**Run 1: metal layers overlaid**

The bar under the picture is 20 microns long. Two of the layers only.
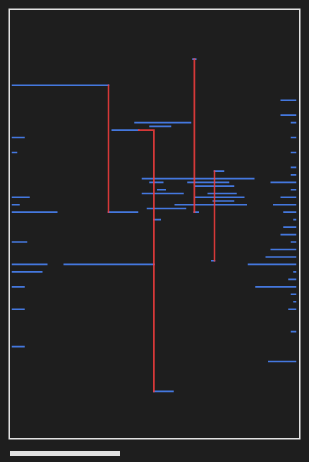
**Run 1: sequential cells grouped by signal name**

The bar under the picture is 20 microns long.
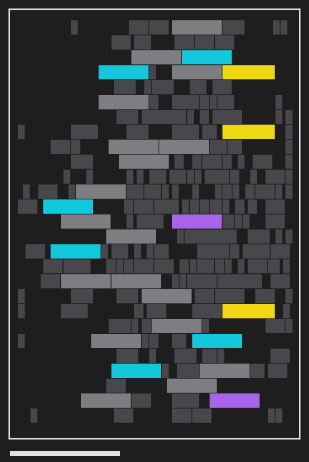
**Run 1: selected gate families**

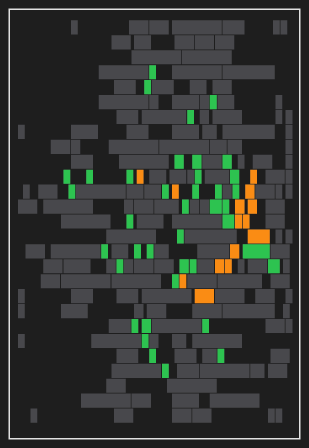
**Run 1: placed cells, one colour a class**

The bar under the picture is 20 microns long.
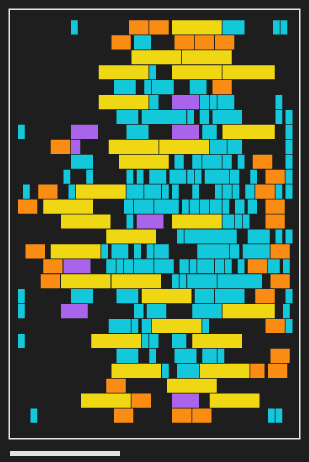
==> config.mk <==
export PLATFORM = sky130hd
export DESIGN_NAME = int_ctrl
export DESIGN_NICKNAME = d
export VERILOG_FILES = /design/src/rtl/int_ctrl_pkg.sv /design/src/rtl/int_prio_enc.sv /design/src/rtl/int_ctrl.sv
export SDC_FILE = /design/constraint.sdc
export NUM_CORES = 1
export LEC_CHECK = 0
export CORE_ASPECT_RATIO = 1.5
export CORE_UTILIZATION = 45
export CTS_BUF_LIST = sky130_fd_sc_hd__clkbuf_8
export DETAILED_ROUTE_END_ITERATION = 7
export PLACE_DENSITY = 0.95
export SYNTH_ARGS = -nofsm -noshare
export SYNTH_HDL_FRONTEND = slang
export SYNTH_SLANG_ARGS = --single-unit
==> constraint.sdc <==
create_clock -name clk -period 5.45 [get_ports clk]
set_input_delay 1.3625 -clock clk [delete_from_list [all_inputs] [get_ports clk]]
set_output_delay 1.3625 -clock clk [all_outputs]
set_load 0.005 [all_outputs]
==> impl_metrics.yaml, run 1 <==
# generated from flow reports
critical_path:
  worstRegToRegCells: 5
  r2r_slack_ns: 3.75
  worstPathArrival_ns: 3.28
  worstPathRequired_ns: 4.09
  critPathMaxFanout: 13
  cp-start-kind: "input port"
  path_cells: "clkdlybuf4s50_1, mux4_2, clkdlybuf4s50_1"
  slowest_delay_ns: 0.86
  slowest_stage: "clkdlybuf4s50_1"
power_and_ir_drop:
  p_comb_frac: 0.333
  seqPwrFrac: 0.415
  p_int_mw: 0.517
  clkPwrFrac: 0.252
  switchingPower_mw: 0.250
  p_leak_nw: 0.928
  ir_drop_mv: 0.215
clocking:
  tritoncts: "done"
  clk_pin_slew_ns: 0.06
  cts_root_buf: "clkbuf_8"
  htreeDepth: 2
  cts.path.max_buffers: 2
  cts_resized: 0
  post-cts-setup-buffers: 0
die:
  die_h_microns: 78.0
  io_pins: 83
  die_area_sq_um: 4110
  initial_core_util: 0.470
  die_width_microns: 52.7
yosys:
  top_cell_area_share: 0.376
  yosys.stat.seqShare: 0.421
  synth_warnings: 0
  top_logic_kind: "simple AND/OR/NAND/NOR gates"
  synth-edff-count: 0
  synth-seq-cells: 29
  simple_gate_share: 0.150
  synth-xor-area-share: 0.0152
  synth_area_sq_um: 1730
  ys_chip_area_sq_um: 1730
  most_common_cell: "nand2_1"
  aoi_share: 0.142
  yosysTopAreaCell: "dfrtp_1"
  synthTopCellsByCount: "nand2_1, buf_4, dfrtp_1"
  syn-instance-count: 167
  avgSynthCellArea_sq_um: 10.4
  ys_sh_mux: 0.145
grt:
  grtUsageTotal: 0.198
  grt_max_degree: 30
  grt_pass1_wl_mm: 5.73
  grt_pass1_vias: 1215
  grt-ovfl-total: 0
sta:
  fmax_ghz: 0.216
  finalHoldViolCount: 0
  finalSetupTns_ns: 0
  slew_headroom: 0.587
  setup_viol: 0
  rsz0062_at_grt: "false"
  fin_crit_sh: 0.851
  fin_crit_ns: 4.64
  final.setup.worst_slack_ns: 0.811
  worst_slew_pin_slew_ns: 0.618
finish:
  combGateArea_sq_um: 880
  fin_nets: 247
  final_cell_mix: "clkdlybuf4s50_1, nand2_1, conb_1, dfrtp_1, mux2_2"
  area_growth_pct: 20.3
  regArea_sq_um: 729
  diodes: 0
  n_fill_cell: 318
place:
  port_buffers: 30
  pre_cts_ws_ns: 0.789
  gp_congestion: 0.902
  hpwl_mm: 2.68
routing:
  drc_errors: 0
  wirelength_mm: 3.62
  vias_per_cell: 5.26
  drt_iter0_drc: 46
flow_run:
  warning_count: 52
  timing.max_cap.violations: 0
min_path:
  worstHoldPathType: "flop to flop"
run_status:
  status: "finished clean"
-- 'metal layers overlaid' (at the start) --
legend:
  blue:
    layer: met3
    wire_length: 245 microns
  red:
    layer: met4
    wire_length: 118 microns
Routed wire per std cell: 14.7 microns
vias: 1294

-- 'sequential cells grouped by signal name' (at the start) --
legend:
  cyan:
    signal: prev_q
    placed_flops: 6
  purple:
    signal: state_q
    placed_flops: 2
  yellow:
    signal: in_service_q
    placed_flops: 3
not coloured: 18
Flop+latch power: 0.319 mW
final core occ: 0.566

-- 'selected gate families' (at the start) --
legend:
  green:
    family: NAND gates
    cells: 39
    most_used: nand2_1
  orange:
    family: NOR gates
    cells: 14
    most_used: nor2_1
    where: east
Post-Layout Cell Count: 246
combinational share of cell area: 0.422
most used logic cell in the final layout: clkdlybuf4s50_1

-- 'placed cells, one colour a class' (at the start) --
legend:
  cyan:
    class: all other logic
    cells: 135
  orange:
    class: other buffers and delay cells
    cells: 31
  purple:
    class: clock drivers and dummy loads
    cells: 8
  yellow:
    class: flip-flops
    cells: 29
num rows: 27
Core ar.: 3680 sq um
flop share of the area: 0.350
Design Area, Final: 2080 sq um

==> run 1: worst max-delay path: cells and delay by family <==
kind | cells | cell delay (ns)
buffers and inverters | 2 | 1.32
muxes | 1 | 0.59
==> run 1: power by group through the flow <==
stage | combinational [mW] | sequential (mW) | clock [mW]
2_1_floorplan | 0.179 | 0.307 | 0
3_3_place_gp | 0.244 | 0.316 | 0
3_5_place_dp | 0.252 | 0.322 | 0
4_1_cts | 0.254 | 0.318 | 0.199
5_1_grt | 0.279 | 0.324 | 0.209
6_report | 0.255 | 0.319 | 0.193
==> run 1: kinds of logic (layout without fill, tap and decap cells) <==
group	after synthesis	count (layout)
AND-OR/OR-AND	28	28
XOR/XNOR	3	3
buffers and inverters	31	42
flip-flops	29	29
multiplexers	20	20
other	1	26
AND/OR/NAND/NOR	55	55
==> run 1: per-layer routing <==
layer / wire, microns / global-route usage / vias up
met2: 1890 / 0.320 / 76
met4: 117 / 0.116 / 0
li1: - / - / 606
met1: 1370 / 0.225 / 602
met5: 0 / 0 / -
met3: 244 / 0.0549 / 10
==> run 1: per-stage QoR <==
stage          area (sq um)  power [mW]   util  hold WS, ns
2_1_floorplan          1830       0.486      -        0.457
5_1_grt                2080       0.811  0.566        0.525
4_1_cts                2080       0.772  0.566        0.505
3_3_place_gp           1980       0.561  0.538        0.466
6_report               2080       0.767  0.566        0.498
3_5_place_dp           1980       0.574  0.538        0.492
==> run 1: area by class of cell <==
| class | instances | area share |
|---|---|---|
| multi-input cells | 132 | 0.422 |
| flip-flops and latches | 29 | 0.350 |
| repair buffers | 31 | 0.148 |
| clock buffers | 7 | 0.0462 |
| well taps | 43 | 0.0258 |
| inverters | 3 | 0.00541 |
| clock inverters | 1 | 0.00240 |
==> inputs of run 2 (changes only) <==
--- a/config.mk
+++ b/config.mk
@@ -5,10 +5,13 @@
 export SDC_FILE = /design/constraint.sdc
 export NUM_CORES = 1
 export LEC_CHECK = 0
+export CELL_PAD_IN_SITES_DETAIL_PLACEMENT = 0
+export CELL_PAD_IN_SITES_GLOBAL_PLACEMENT = 1
 export CORE_ASPECT_RATIO = 1.5
-export CORE_UTILIZATION = 45
+export CORE_UTILIZATION = 33
 export CTS_BUF_LIST = sky130_fd_sc_hd__clkbuf_8
 export DETAILED_ROUTE_END_ITERATION = 7
+export HOLD_SLACK_MARGIN = 0.1
 export PLACE_DENSITY = 0.95
 export SYNTH_ARGS = -nofsm -noshare
 export SYNTH_HDL_FRONTEND = slang
**Run 2: sequential cells grouped by signal name**

The bar under the picture is 20 microns long.
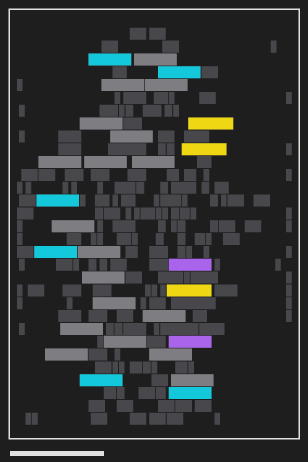
legend:
  yellow:
    signal: in_service_q
    placed_flops: 3
  purple:
    signal: state_q
    placed_flops: 2
  cyan:
    signal: prev_q
    placed_flops: 6
not coloured: 18
FF/Latch Area: 729 sq um
Flop+latch power: 0.317 mW
final core occ: 0.426
flop share of the area: 0.347

==> impl_metrics.yaml, run 2 <==
# generated from flow reports
grt:
  grt_pass1_vias: 1281
  grt_max_degree: 30
  grt-ovfl-total: 0
  grt_pass1_wl_mm: 5.95
  grtUsageTotal: 0.148
  antenna_found_initial: 0
die:
  die_width_microns: 61.1
  die_h_microns: 90.7
  initial_core_util: 0.352
  rows: 31
  core_area_sq_um: 4930
  io_pins: 83
  die_area_sq_um: 5550
flow_run:
  timing.max_cap.violations: 0
  warning_count: 52
power_and_ir_drop:
  clkPwrFrac: 0.232
  p_comb_frac: 0.344
  p_int_mw: 0.502
  seqPwrFrac: 0.424
  switchingPower_mw: 0.246
  p_leak_nw: 0.928
  powerDensity_nw_per_um2: 356
  ir_drop_mv: 0.189
  p_total_mw: 0.748
  p_sw_frac: 0.328
place:
  port_buffers: 30
  pre_cts_ws_ns: 0.780
  hpwl_mm: 2.86
  dpl_cell_area_sq_um: 2010
  gp_congestion: 0.861
yosys:
  synthTopCellsByCount: "nand2_1, buf_4, dfrtp_1"
  yosysTopAreaCell: "dfrtp_1"
  syn-instance-count: 167
  most_common_cell: "nand2_1"
  ys_chip_area_sq_um: 1730
  top_cell_area_share: 0.376
  synthArstFlopShare: 1.00
  avgSynthCellArea_sq_um: 10.4
  ff_type: "dfrtp_1"
  top_cells_by_area: "dfrtp_1, buf_4, mux2_2, nand2_1, dfstp_2"
  synth-edff-count: 0
  synth_area_sq_um: 1730
  yosys_cells: 167
  synth_warnings: 0
  yosys.stat.seqShare: 0.421
  synth-seq-cells: 29
  ys_types: 36
critical_path:
  cp-end-kind: "output port"
  cp-start-kind: "input port"
  r2r_slack_ns: 3.76
  worstPathArrival_ns: 3.31
  slowest_delay_ns: 0.88
  critPathMaxFanout: 13
  slowest_stage: "clkdlybuf4s50_1"
  worstRegToRegCells: 5
  path_cells: "clkdlybuf4s50_1, mux4_2, clkdlybuf4s50_1"
  cp_common_cell: "clkdlybuf4s50_1"
  criticalPathCategory: "input port to output port"
  worstPathRequired_ns: 4.09
routing:
  ant_nets: 0
  drt_first_pass_iters: 4
  drt_iter0_drc: 44
  vias_per_cell: 4.76
  drc_errors: 0
sta:
  fin_crit_ns: 4.67
  fin_skew_ns: 0.00470
  fmax_ghz: 0.214
  setup_viol: 0
  finalHoldViolCount: 0
  final.setup.worst_slack_ns: 0.781
  rsz0062_at_grt: "false"
  maxSlewViolCount: 0
  worst_slew_pin_slew_ns: 0.636
  fin_crit_sh: 0.857
  slew_headroom: 0.575
  finalSetupTns_ns: 0
finish:
  area_growth_pct: 21.3
  drive_gt1_frac: 0.192
  fin_nets: 247
  final_cell_mix: "clkdlybuf4s50_1, nand2_1, conb_1, dfrtp_1, mux2_2"
  diodes: 0
  stdcell_area_sq_um: 2100
  lay_top_count: "clkdlybuf4s50_1"
clocking:
  post-cts-setup-buffers: 0
  cts_root_buf: "clkbuf_8"
  clkSinkCount: 29
  clkLatencyLatePin_ns: 0.28
  cts_resized: 0
  clk_pin_slew_ns: 0.06
  cts-buffers-inserted: 5
  cts.path.max_buffers: 2
  holdBufCountCts: 0
  tritoncts: "done"
  htreeDepth: 2
min_path:
  min_path_cells: 2
  worstHoldPathType: "flop to flop"
run_status:
  status: "finished clean"
**Run 2: metal layers overlaid**

The bar under the picture is 20 microns long. Two of the layers only.
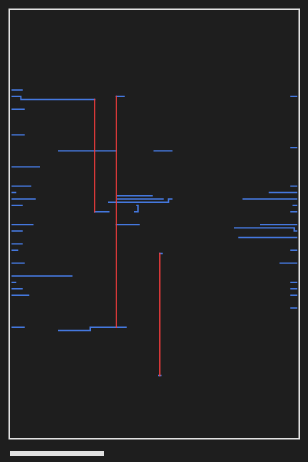
legend:
  blue:
    layer: met3
    wire_length: 216 microns
  red:
    layer: met4
    wire_length: 98.6 microns
vias: 1281
Detailed Route WL: 3.71 mm
Routed wire per std cell: 13.8 microns

run 2: cell types whose count changed in the layout (fill, tap and decap cells not counted), sizes merged:
cell / before / now
clkbuf: 7 / 6
clkinv: 1 / 0
inv: 3 / 5
run 2: power by group through the flow:
stage | Clock, mW | Combinational [mW] | Sequential (mW)
5_1_grt | 0.187 | 0.281 | 0.322
3_5_place_dp | 0 | 0.255 | 0.320
4_1_cts | 0.178 | 0.257 | 0.316
6_report | 0.173 | 0.257 | 0.317
2_1_floorplan | 0 | 0.179 | 0.307
3_3_place_gp | 0 | 0.250 | 0.316
run 2: final cells by class:
cell class              count  area [sq um]
clock buffers               6          82.6
clock inverters             2          7.51
fillers                   483          2830
inverters                   3          11.3
multi-input cells         132           880
flip-flops and latches     29           729
well taps                  66          82.6
repair buffers             31           308
run 2: metal layers:
layer	vias up	routed length [microns]	GRT usage
li1	601	-	-
met1	620	1350	0.153
met2	52	2050	0.265
met3	8	215	0.0330
met4	0	98	0.0701
met5	-	0	0
run 2: stage by stage:
step           std cells  utilization  hold slack, ns
2_1_floorplan        192            -           0.457
3_3_place_gp         261        0.408           0.467
3_5_place_dp         261        0.408           0.474
4_1_cts              269        0.426           0.486
5_1_grt              269        0.426           0.525
6_report             269        0.426           0.486
run 2: logic make-up (layout without fill, tap and decap cells):
group | count (synthesis) | after routing | synth area share
AND-OR/OR-AND | 28 | 28 | 0.142
XOR/XNOR | 3 | 3 | 0.0152
buffers and inverters | 31 | 42 | 0.125
flip-flops | 29 | 29 | 0.421
multiplexers | 20 | 20 | 0.145
other | 1 | 26 | 0.00217
AND/OR/NAND/NOR | 55 | 55 | 0.150
run 2: critical path: cells and delay by family:
kind                   cells  cell delay (ns)
buffers and inverters      2             1.34
multiplexers               1             0.60
Power and IR drop assume default switching activity.
